Figure 1. Signal wires on met1 (run 1).
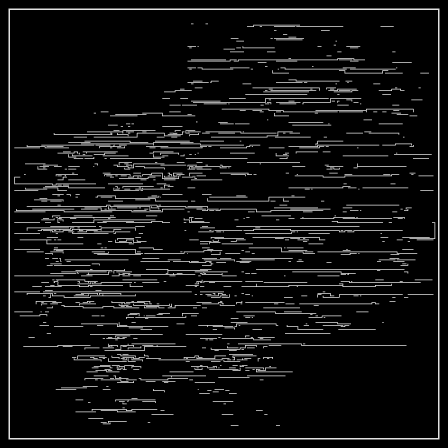
Figure 2. Met2 routing (run 1).
The bar under the picture is 20 um long.
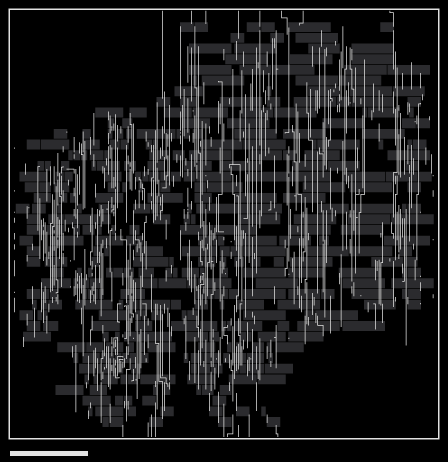
Figure 3. Metal 3 (run 1).
The bar under the picture is 20 um long.
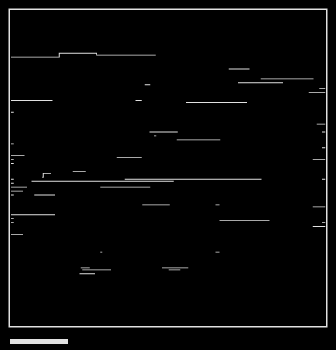
==> config.mk <==
export PLATFORM = sky130hd
export DESIGN_NAME = s3_result_capture
export DESIGN_NICKNAME = d
export VERILOG_FILES = /design/src/rtl/s3_result_capture_pkg.sv /design/src/rtl/s3_result_capture_fifo.sv /design/src/rtl/s3_result_capture.sv
export SDC_FILE = /design/constraint.sdc
export NUM_CORES = 1
export LEC_CHECK = 0
export CORE_UTILIZATION = 40
export DETAILED_ROUTE_END_ITERATION = 6
export HOLD_SLACK_MARGIN = 0.12
export PLACE_DENSITY = 0.66
export SLEW_MARGIN = 10
export SYNTH_ARGS = -nofsm -noshare
export SYNTH_HDL_FRONTEND = slang
export SYNTH_SLANG_ARGS = --single-unit
==> constraint.sdc <==
create_clock -name fast_clk -period 4.1 [get_ports fast_clk]
set_input_delay 0.41 -clock fast_clk [delete_from_list [all_inputs] [get_ports fast_clk]]
set_output_delay 0.41 -clock fast_clk [all_outputs]
set_load 0.005 [all_outputs]
==> flow_metrics.env, run 1 <==
# source this file to load flow results
export IMPL_crit_buf_inv=1
export IMPL_reg2reg_depth=8
export IMPL_setup_violations=0
export IMPL_skew_ns=0.01002
export IMPL_syn_cell_area_mm2=0.004588
export IMPL_final_nets=444
export IMPL_top_area_cell="edfxtp_1"
export IMPL_dpl_cell_area_mm2=0.005172
export IMPL_min_path_cells=2
export IMPL_grt_overflow=0
export IMPL_finalCriticalPeriod_ns=2.725
export IMPL_post_cts_resized=0
export IMPL_seq_share_pct=47.75
export IMPL_drv_slew=0
export IMPL_cts_setup_buffers=0
export IMPL_avgSynthCellArea_um2=12.50
export IMPL_path_class="primary input to flop"
export IMPL_ir_drop_uv=225.0
export IMPL_worstSkewPairLatency_ns=0.34
export IMPL_warning_count=30
export IMPL_reg2reg_slack_ns=1.43
export IMPL_combPwrFrac_pct=6.7
export IMPL_final_cells=556
export IMPL_largest_reg_flops=64
export IMPL_edf_count=64
export IMPL_wire_per_inst_um=16.65
export IMPL_nFlopsAndLatches=98
export IMPL_endpoint_kind="flop"
export IMPL_leakagePower_nw=1.870
export IMPL_largestClassByArea="registers"
export IMPL_p_sw_mw=0.4497
export IMPL_drive_above_1_share_pct=11.54
export IMPL_finalCritPeriodShare_pct=66.46
export IMPL_timing_hold_ws_ns=0.4672
export IMPL_taps=140
export IMPL_status="finished, final reports clean"
export IMPL_cts_tree="yes"
export IMPL_cts_root_buf="clkbuf_16"
export IMPL_crit_chain="clkdlybuf4s50_1 -> ha_1 -> fa_1 -> a211oi_1 -> nor2_1 -> a31oi_2 -> nor4b_1 -> mux2_2"
export IMPL_cp_num_cells=8
export IMPL_port_buffers=42
export IMPL_fp_dieW_um=109.1
export IMPL_fin_area_mm2=0.005450
export IMPL_grt_start_max_net_pins=40
export IMPL_gp_congestion=0.7920
export IMPL_clock_sinks=98
## Picture notes: Figure 1
The layer carries 4,290 um of wire. 412 nets have wire on it.
met1 Resource Use GR: 21.89%
routed vias: 3,005
total wire length: 9.260 mm

## Picture notes: Figure 2
The longest straight run is 57.5 um. The wires run mostly vertical.
met2 usage: 27.85%

## Picture notes: Figure 3
The layer carries 413 um of wire. The longest straight run is 48.8 um. 44 nets have wire on it.
met3 Usage GRT: 2.570%

[run 1: logic make-up after synthesis]
kind of cell / Yosys count / synth area share [%]
AOI/OAI and AO/OA: 60 / 9.326
xor gates and xnor gates: 10 / 2.073
adders and majority gates: 21 / 6.054
buffers and inverters: 37 / 3.354
DFF: 98 / 56.72
muxes: 27 / 10.28
and+or+nand+nor: 114 / 12.19
[run 1: cell usage after synthesis (7+ instances only)]
library cell and n:
nand2_1 29, dfxtp_1 34, nand3_1 13, mux4_2 16, edfxtp_1 64, o21ai_0 7
clkbuf_1 9, mux2i_1 10, nor2_1 34, ha_1 19, inv_1 17, a21oi_1 20
[run 1: per-layer routing]
layer,GRT usage [%],up-vias
met4,5.985,0
met3,2.570,10
met2,27.85,72
met1,21.89,1451
li1,-,1472
met5,0,-
[run 1: layout by cell type, fill, tap and decap left out, types with 5 or more instances in the layout]
cell             Yosys  layout
nand4_1              5       5
xnor2_1              5       5
mux2i_1             10      10
clkdlybuf4s50_1      0      42
nand2_1             29      29
a21oi_1             20      20
dfxtp_1             34      34
edfxtp_1            64      64
inv_1               17      17
nor3_1               6       6
clkbuf_16            0       9
o21ai_0              7       7
nor4_1               6       6
nand3_1             13      13
mux4_2              16      16
a21o_1               5       5
buf_4                0      10
and3_1               6       6
nor2_1              34      34
ha_1                19      19
[run 1: power by group through the flow]
stage | Sequential, mW | Clock [mW] | Combinational (mW)
floorplan | 1.09 | 0 | 0.0757
global placement | 1.09 | 0 | 0.129
detailed placement | 1.09 | 0 | 0.133
CTS | 1.07 | 0.801 | 0.134
global route | 1.07 | 0.846 | 0.149
finish | 1.07 | 0.786 | 0.134
[run 1: worst min-delay path, cell delays in order, from the launching register on]
cell and delay, ns:
dfxtp_1 0.33, a21oi_1 0.04, nor2_1 0.07
Figure 4. Close-up of the layout (run 1).
The bar under the picture is 5 um long. Region (17, 72) to (37, 92) um. Cells in gray, sequential cells in the stronger gray; small squares are vias.
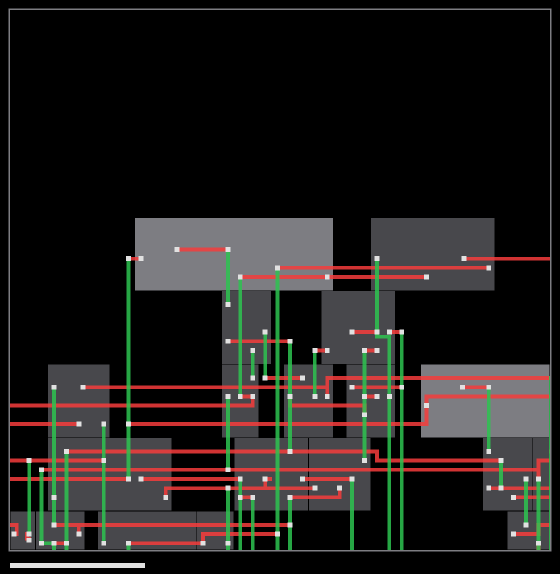

==> run 1 -> run 2 <==
==> constraint.sdc (replaced) <==
create_clock -name fast_clk -period 2.57 [get_ports fast_clk]
set_input_delay 0.257 -clock fast_clk [delete_from_list [all_inputs] [get_ports fast_clk]]
set_output_delay 0.257 -clock fast_clk [all_outputs]
set_load 0.005 [all_outputs]
Figure 5. Close-up of the layout (run 2).
The bar under the picture is 5 um long. Region (17, 72) to (37, 92) um. Cells in gray, sequential cells in the stronger gray; small squares are vias.
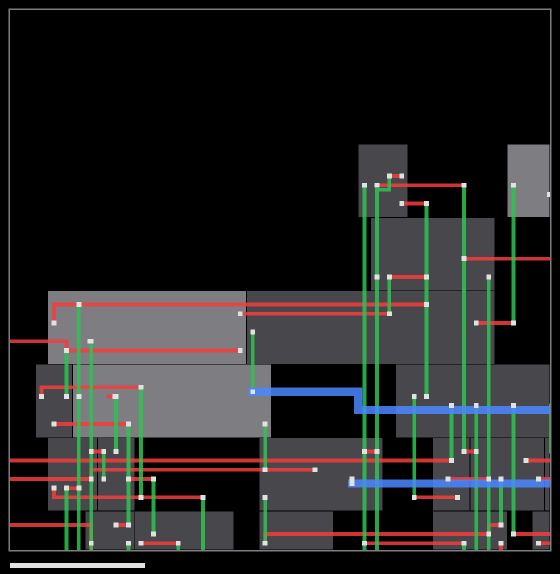
Key: blue = M3; red = M1; green = M2
Sequential cells in the window: 2. Most frequent: nand2_1 (2), ha_1 (2), dfxtp_1 (2). 16 logic cells have their middle in the window.

==> run 2 against run 1 <==
- core utilization up 1.8 points
- critical path depth decreased by 2
- count of clock-buffer cells in the layout decreased by 1
- largest cell class unchanged
==> flow_metrics.env, run 2 <==
# source this file to load flow results
export IMPL_ir_drop_uv=487.1
export IMPL_syn_cell_area_mm2=0.004588
export IMPL_crit_chain="inv_1 -> ha_1 -> and4_1 -> buf_4 -> nor2_1 -> clkdlybuf4s50_1"
export IMPL_finalCriticalPeriod_ns=2.472
export IMPL_gp_congestion=0.8000
export IMPL_lay_top_cells="edfxtp_1, clkdlybuf4s50_1, nor2_1, dfxtp_1, nand2_1"
export IMPL_crit_buf_inv=3
export IMPL_final_nets=463
export IMPL_grt_start_max_net_pins=28
export IMPL_setup_violations=0
export IMPL_cp_num_cells=6
export IMPL_reg2reg_depth=7
export IMPL_drv_slew=0
export IMPL_yosys_top_cells_count="edfxtp_1, dfxtp_1, nor2_1, nand2_1, a21oi_1"
export IMPL_status="finished, final reports clean"
export IMPL_ys_top_cells_by_area="edfxtp_1, dfxtp_1, mux4_2, ha_1, nor2_1"
export IMPL_largest_reg_flops=64
export IMPL_avgSynthCellArea_um2=12.50
export IMPL_yosys_warnings=0
export IMPL_warning_count=30
export IMPL_path_class="flop to primary output"
export IMPL_final_cells=575
export IMPL_min_path_cells=2
export IMPL_port_buffers=42
export IMPL_top_area_cell="edfxtp_1"
export IMPL_worstSkewPairLatency_ns=0.35
export IMPL_grt_overflow=0
export IMPL_reg2reg_slack_ns=0.28
export IMPL_skew_ns=0.004784
export IMPL_endpoint_kind="primary output"
export IMPL_finalCritPeriodShare_pct=96.18
export IMPL_edf_count=64
export IMPL_dpl_cell_area_mm2=0.005340
export IMPL_cts_tree="yes"
export IMPL_fin_area_mm2=0.005653
export IMPL_cts_root_buf="clkbuf_16"
export IMPL_mostFrequentLayoutCell="edfxtp_1"
export IMPL_cts_setup_buffers=0
Figure 6. Metal 3 (run 2).
The bar under the picture is 20 um long.
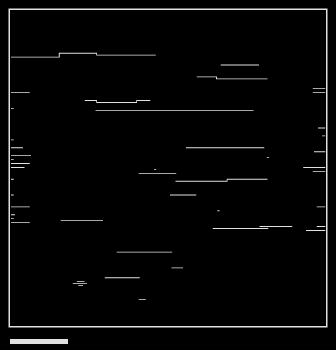
The layer carries 420 um of wire. The longest straight run is 54.3 um. 37 nets have wire on it. The wires run mostly horizontal.
routed vias: 3,099
met3 Usage GRT: 3.825%
total wire length: 9.573 mm

run 2: cell counts after synthesis:
Identical to the previous run, type by type.
run 2: power breakdown:
| part | total [mW] | internal, mW | switching [mW] |
|---|---|---|---|
| clock network | 1.42 | 0.781 | 0.637 |
| logic | 0.227 | 0.110 | 0.116 |
| registers | 1.71 | 1.69 | 0.0180 |
| total | 3.36 | 2.58 | 0.771 |
run 2: final cells by class:
cell class | instances | area, um^2
Tap cell | 140 | 175.2
Inverter | 18 | 67.56
Multi-Input combinational cell | 232 | 1844
Timing Repair Buffer | 71 | 650.6
Clock inverter | 7 | 87.58
Sequential cell | 98 | 2603
Clock buffer | 9 | 225.2
Fill cell | 988 | 5378
run 2: cell families (layout without fill, tap and decap cells):
| kind of cell | count (synthesis) | count (layout) | synth area share (%) |
|---|---|---|---|
| multiplexers | 27 | 27 | 10.28 |
| AND-OR/OR-AND | 60 | 60 | 9.326 |
| flip-flops | 98 | 98 | 56.72 |
| XOR/XNOR | 10 | 10 | 2.073 |
| adder cells (fa/ha/maj) | 21 | 21 | 6.054 |
| buffers and inverters | 37 | 105 | 3.354 |
| AND/OR/NAND/NOR | 114 | 114 | 12.19 |
run 2: stage by stage:
step | hold WS [ns] | util [%] | setup TNS [ns]
floorplan | 0.3559 | - | 0
global placement | 0.4437 | 48.41 | -0.2659
detailed placement | 0.4490 | 48.41 | -0.4368
CTS | 0.4584 | 51.25 | 0
global route | 0.4853 | 51.25 | 0
finish | 0.4555 | 51.25 | 0
run 2: layer usage:
layer / vias to the layer above / global-route usage [%] / routed length, um
li1: 1511 / - / -
met1: 1514 / 21.98 / 4252
met2: 62 / 29.56 / 4747
met3: 12 / 3.825 / 419
met4: 0 / 6.950 / 153
met5: - / 0 / 0
Power figures rest on the tool's default switching activity, not on a simulated workload.
